==> config.mk <==
export PLATFORM = sky130hd
export DESIGN_NAME = bf_loader
export DESIGN_NICKNAME = d
export VERILOG_FILES = /design/src/rtl/bf_loader.sv
export SDC_FILE = /design/constraint.sdc
export NUM_CORES = 1
export LEC_CHECK = 0
export ABC_CLOCK_PERIOD_IN_PS = 4700
export CAP_MARGIN = 5
export CORE_AREA = 2 2 74 76
export CTS_CLUSTER_SIZE = 40
export DETAILED_ROUTE_END_ITERATION = 8
export DIE_AREA = 0 0 76 78
export PLACE_DENSITY = 0.66
export SYNTH_ARGS = -nofsm -noshare
export SYNTH_HDL_FRONTEND = slang
export SYNTH_SLANG_ARGS = --single-unit
==> constraint.sdc <==
create_clock -name i_clock -period 4.7 [get_ports i_clock]
set_input_delay 0.94 -clock i_clock [delete_from_list [all_inputs] [get_ports i_clock]]
set_output_delay 0.94 -clock i_clock [all_outputs]
set_load 0.02 [all_outputs]
Figure 1. Routed clock nets over the placement.
Bar = 20 um.
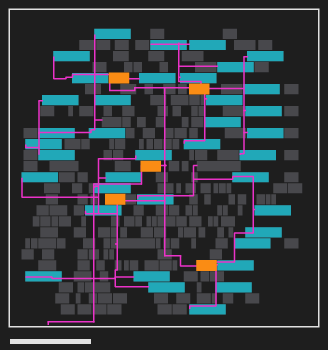
clock wires: marked magenta, length 545 um. flip-flops: marked cyan, count 38. cells driving clock nets: marked orange, count 5.
There are 6 routed clock nets.
P_clk: 0.000347 W
clock power share: 41.3%
final setup skew: 0.00618 ns

Figure 2. Sequential cells colored by netlist name.
Bar = 20 um.
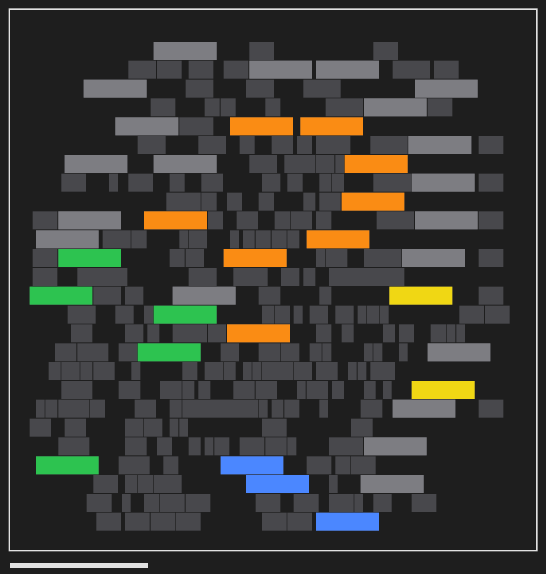
state: marked yellow, placed flops 2. depth: marked green, placed flops 5, where middle left. count: marked orange, placed flops 8. o_prgmem_data: marked blue, placed flops 3.
total sequential power: 0.000362 W
Finished Core Util: 53.8%
register area: 951 um2

==> out/metrics.csv <==
metric,value,unit
number of flops mapped to enable cells by yosys,0,
path depth of the worst reg2reg path,6,
postcts setup bufs,0,
Worst IR Drop VDD,0.000124,V
Pwr Total,0.000840,W
Routed Antenna Nets,0,
RePlAce Congestion,0.847,
Levels on crit path,10,
met2 wire length,2010,um
P_int,0.000641,W
Main area contributors,"dfrtp_1, mux2_2, mux2_4, nand2_1, ha_1",
# DRC,0,
# resized after CTS,0,
yosys cell count,205,
chip area in the Yosys report,2150,um2
chip area,5930,um2
CP max stage cell,fa_1,
nature of the critical path endpoint,register,
crit-path max FO,6,
hold_buf cts,0,
initial antenna violation count,0,
Filler cells,455,
global-route wire length before repair,7780,um
CTS tree,done,
post-synthesis net count,223,
clk latency late pin,0.30,ns
Synth top cells by count,"dfrtp_1, nand2_1, nor2_1",
"area leader, netlist",dfrtp_1,
Yosys warnings,0,
Dominant comb cell,simple AND/OR/NAND/NOR gates,
Critical path buffers and inverters,1,
worst-margin pin slew,0.798,ns
critical path's top delay family,simple AND/OR/NAND/NOR gates,
vias in the first global route,1645,
distinct lib cells,53,
Synth Cell Area,2150,um2
"Registers, synthesis",38,
wire per inst,14.7,um
clock sink count,38,
total number of vias,1696,
Top Layer Used,met4,
Worst Hold Class,register to register,
LEAKAGE,1.21,nW
"Data required, critical path",4.94,ns
total track usage,16.3,%
DRT Pass-1 Iters,5,
Final period util,73.8,%
max-slew violations,0,
hold path depth,1,
share of layout cells above drive strength 1,14.0,%
sequential power share,43.1,%
Adders+Majority by Area,3.84,%
switching share of power,23.7,%
Max Fclk,288,MHz
Max H-tree Level,2,
crit-path max cell delay,0.52,ns
final tally of hold violations,0,
number of CTS-inserted buffers,5,
dpl hpwl,3370,um
and+or+nand+nor area frac,20.0,%
drt via density,5.42,
DRT Wirelength,4600,um
num rows,26,
Layout Nets,260,
mux share,10.6,%
Logic cell area,1140,um2
area growth from synthesis to layout,26.2,%
tool warnings,27,
Reg2Reg Setup Slack,1.99,ns
Mean Syn Cell Area,10.5,um2
Slew headroom,46.8,%
largest net degree at the start of global routing,39,
Placeable Area,5040,um2
combinational share of power,15.6,%
run status,finished clean,
WL met1,2330,um
CTS Buffer Depth,2,
RSZ-0062 raised after global routing,no,
die y size,78,um
asr flop ratio synth,100,%
register area share after synthesis,44.3,%
die width,76,um
post-layout minimum cycle time,3.47,ns
FP Core Util,42.6,%
top-count cell post-synth,dfrtp_1,
yosys xor share,1.63,%
# setup viols final,0,
P_sw,0.000199,W
Worst-path clk slew,0.08,ns
max-cap viol count,0,
drt first-iter violations,85,
"critical path, cell by cell","clkdlybuf4s50_1, and4bb_2, nand4b_1, fa_1, a21o_1, a21oi_1, xnor2_1, nand2_1, or4_1, nand3_1",
Commonest flop,dfrtp_1,
Syn Inst Count,205,
pwr dens,310,nW/um2
ant diodes,0,
I/O Buffers,36,
Max-area cell share,44.3,%
WL met3,163,um
# IOs,37,
Crit Path Category,primary input to register,
CP Launch Type,primary input,
setup TNS,0,ns
grt ovf,0,
Synth Area in Compound Gates,17.0,%
Critical Path AT,3.71,ns
clock root cell,clkbuf_8,
==> stage by stage <==
stage | area [um2] | hold WS, ns | setup slack [ns] | utilization [%] | instances
2_1_floorplan | 2150 | 0.472 | 1.63 | - | 205
3_3_place_gp | 2570 | 0.484 | 1.01 | 50.9 | 305
3_5_place_dp | 2570 | 0.485 | 0.914 | 50.9 | 305
4_1_cts | 2710 | 0.507 | 1.23 | 53.8 | 313
5_1_grt | 2710 | 0.534 | 1.02 | 53.8 | 313
6_report | 2710 | 0.502 | 1.23 | 53.8 | 313
==> layer usage <==
layer	vias to the layer above	GRT usage (%)
li1	841	-
met1	808	22.0
met2	39	25.7
met3	8	3.26
met4	0	7.09
met5	-	0
==> placed cells by master (no fill, tap or decap), drive strengths merged, types with 4 or more instances in the layout <==
| cell type | count |
|---|---|
| dfrtp | 38 |
| clkdlybuf4s50 | 36 |
| nand2 | 17 |
| mux2 | 17 |
| nor2 | 12 |
| nor2b | 9 |
| o21ai | 9 |
| a21oi | 9 |
| clkbuf | 6 |
| nand3 | 5 |
| a22o | 5 |
| ha | 5 |
| nor4 | 4 |
| and3 | 4 |
| nand4 | 4 |
| inv | 4 |
| and2 | 4 |
==> final cells by class <==
| class | instances | area share (%) |
|---|---|---|
| clock buffer | 6 | 3.05 |
| tap | 70 | 3.23 |
| sequential | 38 | 35.1 |
| inverter | 4 | 0.554 |
| clock inverter | 2 | 2.22 |
| multi-input combinational | 155 | 42.0 |
| timing repair buffer | 38 | 13.8 |
==> power groups by stage <==
stage	clock network (W)	logic [W]	registers, W
3_3_place_gp	0	0.000131	0.000368
4_1_cts	0.000358	0.000133	0.000362
3_5_place_dp	0	0.000133	0.000368
2_1_floorplan	0	0.0000651	0.000380
6_report	0.000347	0.000131	0.000362
5_1_grt	0.000366	0.000143	0.000365
Power is estimated from default activity; no workload was simulated.
